==> images/registers.png <==
The bar under the picture is 200 µm long. Other sequential cells in the stronger gray, the rest of the logic in the fainter gray.
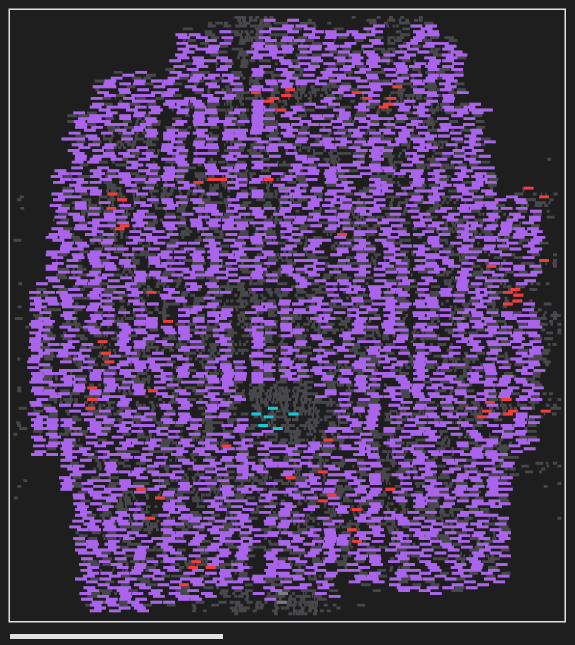
==> images/port_nets.png <==
The bar under the picture is 200 µm long.
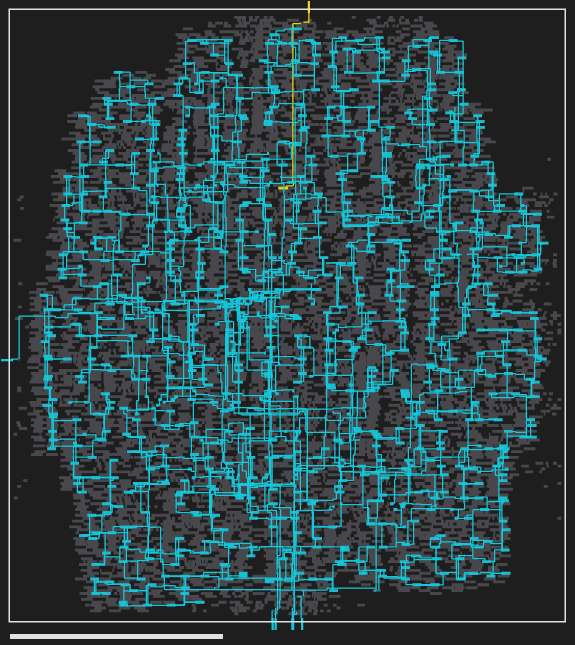
==> images/final_congestion.png <==
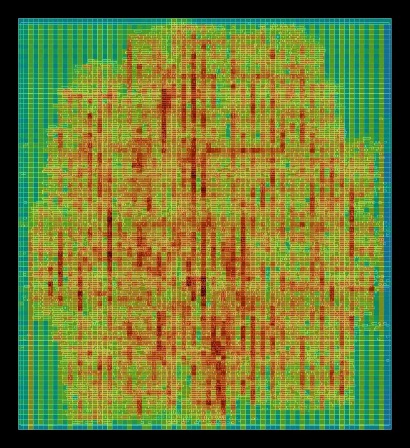
<file path="src/rtl/mem_1rw_mask_init.sv">
// Parametrised 1RW memory: per-granule write mask, configurable read latency
// and an optional zero-fill sequencer that runs after reset.
module mem_1rw_mask_init #(
   parameter int DEPTH         = 48,
   parameter int WIDTH         = 64,
   parameter int MASK_GRAN     = 8,
   parameter int READ_LATENCY  = 1,
   parameter int INIT_ON_RESET = 1,
   localparam int AW = (DEPTH > 2) ? $clog2(DEPTH) : 1,
   localparam int MW = WIDTH / MASK_GRAN
) (
   input  logic             RW0_clk,
   input  logic             RW0_rst_n,
   input  logic [AW-1:0]    RW0_addr,
   input  logic             RW0_en,
   input  logic             RW0_wmode,
   input  logic [MW-1:0]    RW0_wmask,
   input  logic [WIDTH-1:0] RW0_wdata,
   output logic [WIDTH-1:0] RW0_rdata,
   output logic             RW0_rvalid,
   output logic             RW0_ready
);

   if (WIDTH % MASK_GRAN != 0) begin : g_bad_gran
      $error("WIDTH must be a multiple of MASK_GRAN");
   end
   if (READ_LATENCY < 1 || READ_LATENCY > 4) begin : g_bad_lat
      $error("READ_LATENCY must be in 1..4");
   end

   typedef enum logic {
      ST_INIT,
      ST_RUN
   } state_t;

   localparam logic [AW:0]   DEPTH_W = (AW+1)'(DEPTH);
   localparam logic [AW-1:0] LAST    = AW'(DEPTH - 1);

   state_t           state;
   logic [AW-1:0]    cnt;
   logic             ready_q;
   logic             acc;
   logic             in_range;
   logic             wr_acc;
   logic             rd_acc;
   logic [WIDTH-1:0] rd_word;

   logic [WIDTH-1:0] mem [DEPTH];

   logic [WIDTH-1:0]        pd [READ_LATENCY];
   logic [READ_LATENCY-1:0] pv;

   assign acc      = RW0_en & ready_q;
   assign in_range = {1'b0, RW0_addr} < DEPTH_W;
   assign wr_acc   = acc & RW0_wmode & in_range;
   assign rd_acc   = acc & ~RW0_wmode;
   assign rd_word  = in_range ? mem[RW0_addr] : '0;

   always_ff @(posedge RW0_clk or negedge RW0_rst_n) begin
      if (!RW0_rst_n) begin
         state   <= (INIT_ON_RESET != 0) ? ST_INIT : ST_RUN;
         cnt     <= '0;
         ready_q <= (INIT_ON_RESET == 0);
      end else if (state == ST_INIT) begin
         cnt <= cnt + 1'b1;
         if (cnt == LAST) begin
            state   <= ST_RUN;
            ready_q <= 1'b1;
         end
      end
   end

   // Storage is deliberately left out of reset.
   always_ff @(posedge RW0_clk) begin
      if (state == ST_INIT) begin
         mem[cnt] <= '0;
      end else if (wr_acc) begin
         for (int i = 0; i < MW; i++) begin
            if (RW0_wmask[i]) begin
               mem[RW0_addr][i*MASK_GRAN +: MASK_GRAN] <=
                  RW0_wdata[i*MASK_GRAN +: MASK_GRAN];
            end
         end
      end
   end

   // Data stages load only with valid data, so the last one holds its value.
   always_ff @(posedge RW0_clk or negedge RW0_rst_n) begin
      if (!RW0_rst_n) begin
         pv <= '0;
         for (int i = 0; i < READ_LATENCY; i++) begin
            pd[i] <= '0;
         end
      end else begin
         pv[0] <= rd_acc;
         if (rd_acc) begin
            pd[0] <= rd_word;
         end
         for (int i = 1; i < READ_LATENCY; i++) begin
            pv[i] <= pv[i-1];
            if (pv[i-1]) begin
               pd[i] <= pd[i-1];
            end
         end
      end
   end

   assign RW0_rdata  = pd[READ_LATENCY-1];
   assign RW0_rvalid = pv[READ_LATENCY-1];
   assign RW0_ready  = ready_q;

endmodule

</file>
<file path="config.mk">
export PLATFORM = sky130hd
export DESIGN_NAME = mem_1rw_mask_init
export DESIGN_NICKNAME = d
export VERILOG_FILES = /design/src/rtl/mem_1rw_mask_init.sv
export SDC_FILE = /design/constraint.sdc
export NUM_CORES = 2
export LEC_CHECK = 0
export CAP_MARGIN = 20
export CORE_AREA = 3 3 518 571
export CTS_BUF_LIST = sky130_fd_sc_hd__clkbuf_16
export CTS_CLUSTER_DIAMETER = 50
export DETAILED_ROUTE_END_ITERATION = 8
export DIE_AREA = 0 0 521 574
export PLACE_DENSITY = 0.56
export SLEW_MARGIN = 25
export SYNTH_ARGS = -nofsm -noshare
export SYNTH_HDL_FRONTEND = slang
export SYNTH_SLANG_ARGS = --single-unit
</file>
<file path="constraint.sdc">
create_clock -name RW0_clk -period 3 [get_ports RW0_clk]
set_clock_uncertainty 0.15 [all_clocks]
set_input_delay 0.3 -clock RW0_clk [delete_from_list [all_inputs] [get_ports RW0_clk]]
set_output_delay 0.3 -clock RW0_clk [all_outputs]
set_load 0.05 [all_outputs]
</file>
==> impl_results.rst <==
Implementation results
======================

.. list-table::
   :header-rows: 1

   * - Metric
     - Value
   * - Peak supply drop
     - 0.532 mV
   * - Total vias in the final route
     - 63,672
   * - Prevailing post-synth register cell
     - sky130_fd_sc_hd__edfxtp_1
   * - Clock transition at the register clock pins on the worst setup and hold paths after CTS
     - 60 ps
   * - # Cells Yosys
     - 5,749
   * - Total power divided by cell area
     - 636 mW/mm²
   * - Post-CTS Hold Fix Bufs
     - 6
   * - Top Family by Delay on Critical Path
     - buffers and inverters
   * - Core Region
     - 0.290 mm²
   * - Count of synthesis-stage warnings from yosys
     - 0
   * - Number of buffer and inverter instances along the worst setup path
     - 8
   * - Number of storage elements in the synthesis netlist
     - 3,145
   * - DR WL met3
     - 22,200 µm
   * - Placement Setup Slack
     - -1260 ps
   * - Maximum clock frequency
     - 329 MHz
   * - Row count
     - 207
   * - Metal2 WL
     - 169,000 µm
   * - Register-to-Register Setup Slack
     - 0 ps
   * - Power attributed to sequential cells
     - 48.1 mW
   * - Tapcells inserted
     - 3,866
   * - Highest-count cells in the layout ignoring fill and taps
     - sky130_fd_sc_hd__edfxtp_1 (3,072), sky130_fd_sc_hd__buf_4 (792), sky130_fd_sc_hd__mux4_2 (745)
   * - Part of the total power dissipated in the clock network
     - 44.6%
   * - Effective utilization at floorplan
     - 42.0%
   * - Yosys top cell by instances
     - sky130_fd_sc_hd__edfxtp_1
   * - Per-instance average area after synthesis
     - 21.2 µm²
   * - Highest-power group
     - registers
   * - End-of-flow core utilization
     - 51.3%
   * - Distinct cells, synth
     - 66
   * - Number of sequential storage elements
     - 3,145
   * - Required time of the worst setup path
     - 3470 ps
   * - Hold path startpoint
     - RW0_wdata[23]
   * - Min Clock Period, post-route
     - 3040 ps
   * - Non-clock buffers
     - 1,143
   * - TritonCTS clock tree
     - yes
   * - Mux share of post-synthesis cell area
     - 14.7%
   * - First-pass GRT wire length
     - 490,000 µm
   * - Leak Pwr
     - 55.0 nW
   * - Largest buffer count on any clock path
     - 4
   * - Fraction of final layout cells sized beyond drive strength 1
     - 36.6%
   * - Launching element type of the critical path
     - input port
   * - Iteration-0 DRC Markers
     - 7,178
   * - Crit path largest cell delay
     - 600 ps
   * - Hold Path Cell Cnt
     - 2
   * - Area taken by multi-input logic gates
     - 0.0272 mm²
   * - Drt first pass iters
     - 7
   * - Final Instance Area
     - 0.149 mm²
   * - Post-layout worst setup margin
     - -44.1 ps
   * - Post_cts resized
     - 57
   * - Final-layout clock buffer total
     - 346
   * - Basic-gate share of the synthesized area counting and, or, nand and nor cells
     - 2.85%
   * - Max Slew Vio Count
     - 0
   * - Worst setup endpoint
     - mem[46][7]
   * - Die Height
     - 574 µm
   * - Post-route fraction of the period consumed by the critical path
     - 101%
   * - Yosys xor share
     - 0.0360%
   * - Crit-path most repeated cell
     - sky130_fd_sc_hd__buf_4
   * - Type of the worst setup path
     - input port to flip-flop
   * - Overall chip area
     - 0.299 mm²
   * - Path category of the worst min-delay check
     - input port to flip-flop
   * - Number of enable flip-flop cells
     - 3,072
   * - Most flops, register
     - mem
   * - Arithmetic-cell share of the synthesized area counting full adders, half adders and majority gates
     - 0.0103%
   * - Fin cells
     - 10,964
   * - Worst max-slew margin expressed relative to the limit
     - 30.8%
   * - Highest metal layer with signal wires
     - met4
   * - Switching power as a share of total power
     - 21.8%
   * - Violated checks
     - setup timing
   * - Overall routed net length
     - 343,000 µm
   * - Crit path DAT
     - 3510 ps
   * - GPL Wtd Cong
     - 0.818
   * - Total negative slack for setup checks
     - -682 ps
   * - ClkCell Share
     - 7.61%
   * - Critical path, cell by cell
     - clkdlybuf4s50_1, nor4_2, buf_4, and2_1, buf_12, buf_4, buf_4, nor4b_2, buf_4, o2bb2ai_4, buf_4, nor2_1, buf_4
   * - Internal portion of total power
     - 74.0 mW
   * - Post-Synthesis Cell Area
     - 0.122 mm²
   * - Synth area leaders
     - sky130_fd_sc_hd__edfxtp_1 (76%), sky130_fd_sc_hd__mux4_2 (14%), sky130_fd_sc_hd__dfrtp_1 (1.5%)
   * - Count of endpoints failing hold in the final timing report
     - 0
   * - CTS Buf Count
     - 342
   * - Synth cell count leaders
     - sky130_fd_sc_hd__edfxtp_1 (3,072), sky130_fd_sc_hd__mux4_2 (745), sky130_fd_sc_hd__nor3_1 (290), sky130_fd_sc_hd__a22oi_1 (202), sky130_fd_sc_hd__clkbuf_1 (180)
   * - Post-DP HPWL
     - 222,000 µm
   * - Capture instance of the worst register-to-register path
     - mem[16][29]
   * - Largest register FFs
     - 3,072
   * - Finish-stage setup viols
     - 58
   * - Fraction of area in multi-input gates
     - 18.3%
   * - Comb group
     - 4.34 mW
   * - H-tree depth
     - 5
   * - Number of global-route vias before repair
     - 65,570
   * - DP Cell Count
     - 10,328
   * - Top Usage Layer GRT
     - met2
   * - Number of design rule violations left after detail routing
     - 0
   * - Synth Area in Compound Gates
     - 3.42%
   * - R2r worst-path depth
     - 12
   * - Routed metal-1 wire length
     - 141,000 µm
   * - Chip Width
     - 521 µm
   * - Power Total
     - 94.6 mW
   * - Number of antenna diodes
     - 2
   * - Share of the synthesized area in the top cell type
     - 75.8%
   * - Dominant comb cell
     - multiplexers
   * - Unrepaired setup endpoints after global routing
     - yes
   * - Number of max-capacitance violations reported
     - 0
   * - Status
     - finished, violations left
   * - Final net count
     - 6,902
   * - Share of flip-flops with an asynchronous set or reset after synthesis
     - 2.32%
   * - Cell taking the most area after synthesis
     - sky130_fd_sc_hd__edfxtp_1
   * - Post-synthesis chip area from yosys
     - 0.122 mm²
   * - Net switching component of the power
     - 20.6 mW
   * - Clock latency reported for the late side of the worst-skew pair
     - 910 ps
   * - Largest net degree at the start of global routing
     - 90
   * - Combinational share of power
     - 4.6%
   * - Clock root cell
     - sky130_fd_sc_hd__clkbuf_16
   * - Launching instance or port of the critical path
     - RW0_wmask[4]
   * - Area of placed instances
     - 0.137 mm²
   * - Max stage delay cell, worst path
     - sky130_fd_sc_hd__o2bb2ai_4
   * - Logic Gate Count
     - 2,173
   * - Share of power burned in registers
     - 50.8%
   * - Area Growth Syn to Fin
     - 22.3%
Notes on registers.png above:
legend:
  cyan:
    name_in_the_netlist: cnt
    flops: 6
  purple:
    name_in_the_netlist: mem
    flops: 3,072
    where: all over the die
  red:
    name_in_the_netlist: RW0_rdata
    flops: 64
    where: all over the die
not colored: 3
flop share of the area: 63.2%
sequential cell area: 0.0941 mm²

Notes on port_nets.png above:
legend:
  cyan:
    port: RW0_addr
    bits: 6
    direction: input
    edge: 5 bottom, 1 left
    end_cells: 958
    buffers: 140
    wire: 33.0 mm
  yellow:
    port: RW0_rvalid
    bits: 1
    direction: output
    edge: top
    end_cells: 1
    buffers: 1
    wire: 186 µm
number of input and output port buffers inserted: 147
I/O pin total: 148

Notes on final_congestion.png above:
drt wl/cell: 31.3 µm
GR met2 Demand/Resource: 37.2%
total routing resource utilization after global routing: 22.7%
global routing usage on met1: 31.7%
met3 track utilization from global routing: 3.56%

Power figures rest on the tool's default switching activity, not on a simulated workload.
